Figure 1. Register map, names as in the netlist.
The bar under the picture is 20 um long. Other sequential cells in the stronger grey, the rest of the logic in the fainter grey.
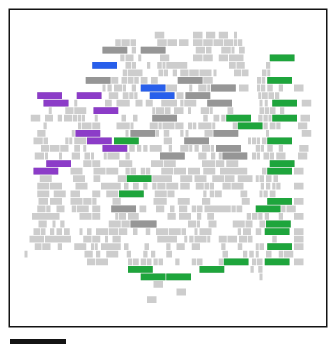
Figure 2. Clock nets.
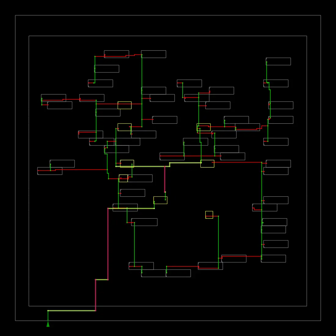
Figure 3. Placed cells, one colour a class.
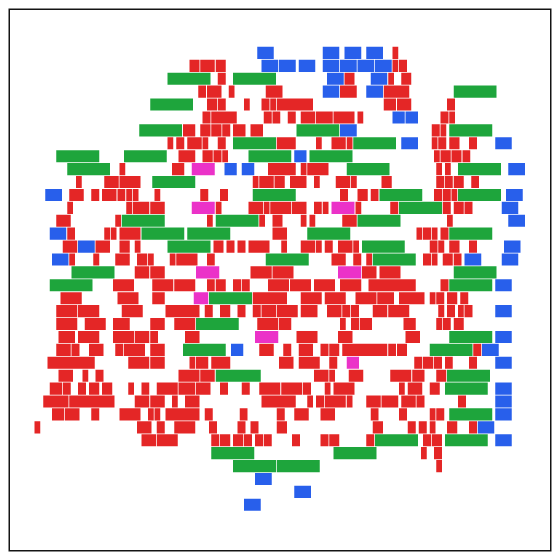
Figure 4. Cell sizes after repair.
The bar under the picture is 20 um long.
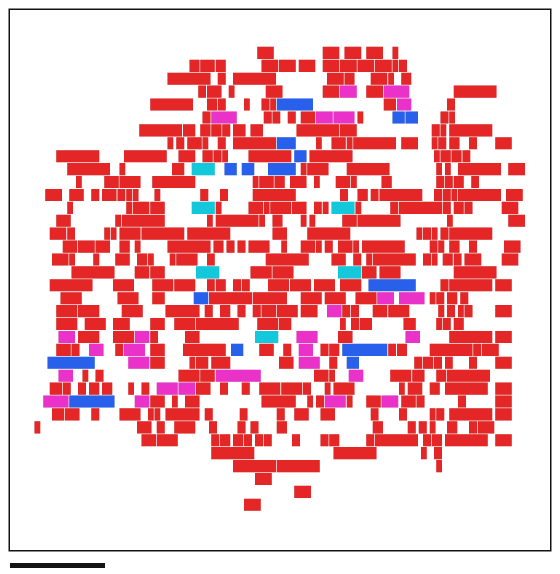
Figure 5. Hierarchy map.
Other cells in grey.
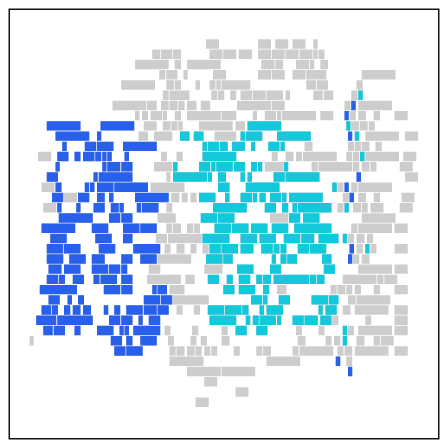
Design fb_bank_scheduler, sky130hd; sources not shown.
==> metrics.cfg <==
[drt]
finalWirelength_um=9500
first_pass_iters=4
avgViaCountPerCell=5.41
drc=0

[grt]
grtUsageTotal_pct=15.1
top_usage_layer=met2
antenna_found_initial=0
grtUsageMet2_pct=24.8
grt_pass1_wl_um=16100

[cts]
cts_resized=0
htreeDepth=2
tritoncts=built
hold_buffers=0

[synthesis]
ys_warn_count=6
post-synth-top-area-cell=dfrtp_1

[setup_path]
rr_worst_depth=12
required_ns=5.99
critPathKind=in2reg

[placement]
routabilityCongestion=0.838
io_buffer_count=42
placed_area_sq_mm=0.00459
dpl.cell_count=602

[final_layout]
nFillCells=1024
final_nets=547

[final_timing]
worst_slew_pin_slew_ns=0.926
fmax_ghz=0.275
hold_viol=0
fin_tns_setup_ns=0
fin_crit_sh_pct=62.6
drv_slew=0

[run_status]
status=completed

[power_and_ir_drop]
peakVddDrop_uv=243
pwr-share-clk_pct=14.6
power_w=0.00153
p_seq_share_pct=35.4

[die]
initCoreUtil_pct=40.3
die_h_um=114

Back to the opening pictures, Figure 1:
- blue: state (flops 3)
- green: req_addr (flops 23)
- purple: u_wr_gen/line (flops 9; where left middle)
- not coloured: 16
sequential cell area: 0.00128 sq mm
sequential power: 0.000541 W
Seq/total area: 27.2%

Back to the opening pictures, Figure 2:
clk ins delay skew pair: 0.30 ns
CTS sink cnt: 51
cts bufs inserted: 5
CLK BUF: 6
Clock Skew: 0.00869 ns

Back to the opening pictures, Figure 3:
- green: registers (cells 51; share of their area 28%)
- magenta: clock drivers and dummy loads (cells 8; share of their area 2.2%)
- red: remaining logic cells (cells 367; share of their area 59%)
- blue: remaining buffers and delay cells (cells 48; share of their area 10%)
Rows: 37
total core area: 0.0104 sq mm
Finished Core Util: 45.0%
fin area: 0.00469 sq mm

Back to the opening pictures, Figure 4:
- cyan: x6 and larger (cells 6; share 1.3%)
- blue: x3 and x4 (cells 15; share 3.2%)
- magenta: x2 (cells 27; share 5.7%)
- red: x1 and smaller (cells 426; share 90%)
Area Growth Syn to Fin: 11.7%
slack of the critical path: 2.17 ns
Buffers excl. clock: 48

Back to the opening pictures, Figure 5:
- blue: u_wr_gen (cells 117)
- cyan: u_rd_gen (cells 119; where middle)
- not coloured: 238
die area: 0.0129 sq mm
fin cells: 610

metal layers:
layer	part of all wire, %	vias to the layer above
met2	48	59
met5	0	-
met4	0.49	0
met3	3.4	6
met1	48	1602
li1	-	1636
power by group through the flow:
stage / Clock (W) / Sequential [W] / Combinational, W
global route: 0.000244 / 0.000557 / 0.000812
CTS: 0.000230 / 0.000543 / 0.000770
detailed placement: 0 / 0.000549 / 0.000769
global placement: 0 / 0.000546 / 0.000760
finish: 0.000223 / 0.000541 / 0.000763
floorplan: 0 / 0.000823 / 0.000253
synthesized netlist by cell type, types with 5 or more instances:
cell and count:
a21oi_1 36, nand3_1 28, clkbuf_1 6, xnor2_1 15, o21ai_1 5, ha_1 40
buf_2 11, dfrtp_1 50, nand2_1 12, nor3_1 11, xor2_1 19, o21bai_1 6
o21ai_0 27, inv_1 12, buf_4 29, nor2_1 30, a31oi_1 26
kinds of logic after synthesis:
family | synth area share [%]
XOR/XNOR | 7.09
multiplexers | 0.983
AND-OR/OR-AND | 24.4
adder cells (fa/ha/maj) | 13.8
flip-flops | 30.4
other | 0.268
AND/OR/NAND/NOR | 14.3
buffers and inverters | 8.64
critical path, delay by kind of cell:
kind	cells	cell delay, ns
buffers and inverters	1	0.68
xor gates and xnor gates	1	0.15
AOI/OAI and AO/OA	3	0.80
and+or+nand+nor	4	1.03
layout make-up:
type | instances | area [sq um] | area share [%]
inverter | 12 | 45.0 | 0.960
tap | 136 | 170 | 3.63
clock inverter | 2 | 16.3 | 0.347
multi-input combinational | 355 | 2630 | 56.1
clock buffer | 6 | 82.6 | 1.76
sequential | 51 | 1280 | 27.2
timing repair buffer | 48 | 465 | 9.92
Power and IR drop assume default switching activity.
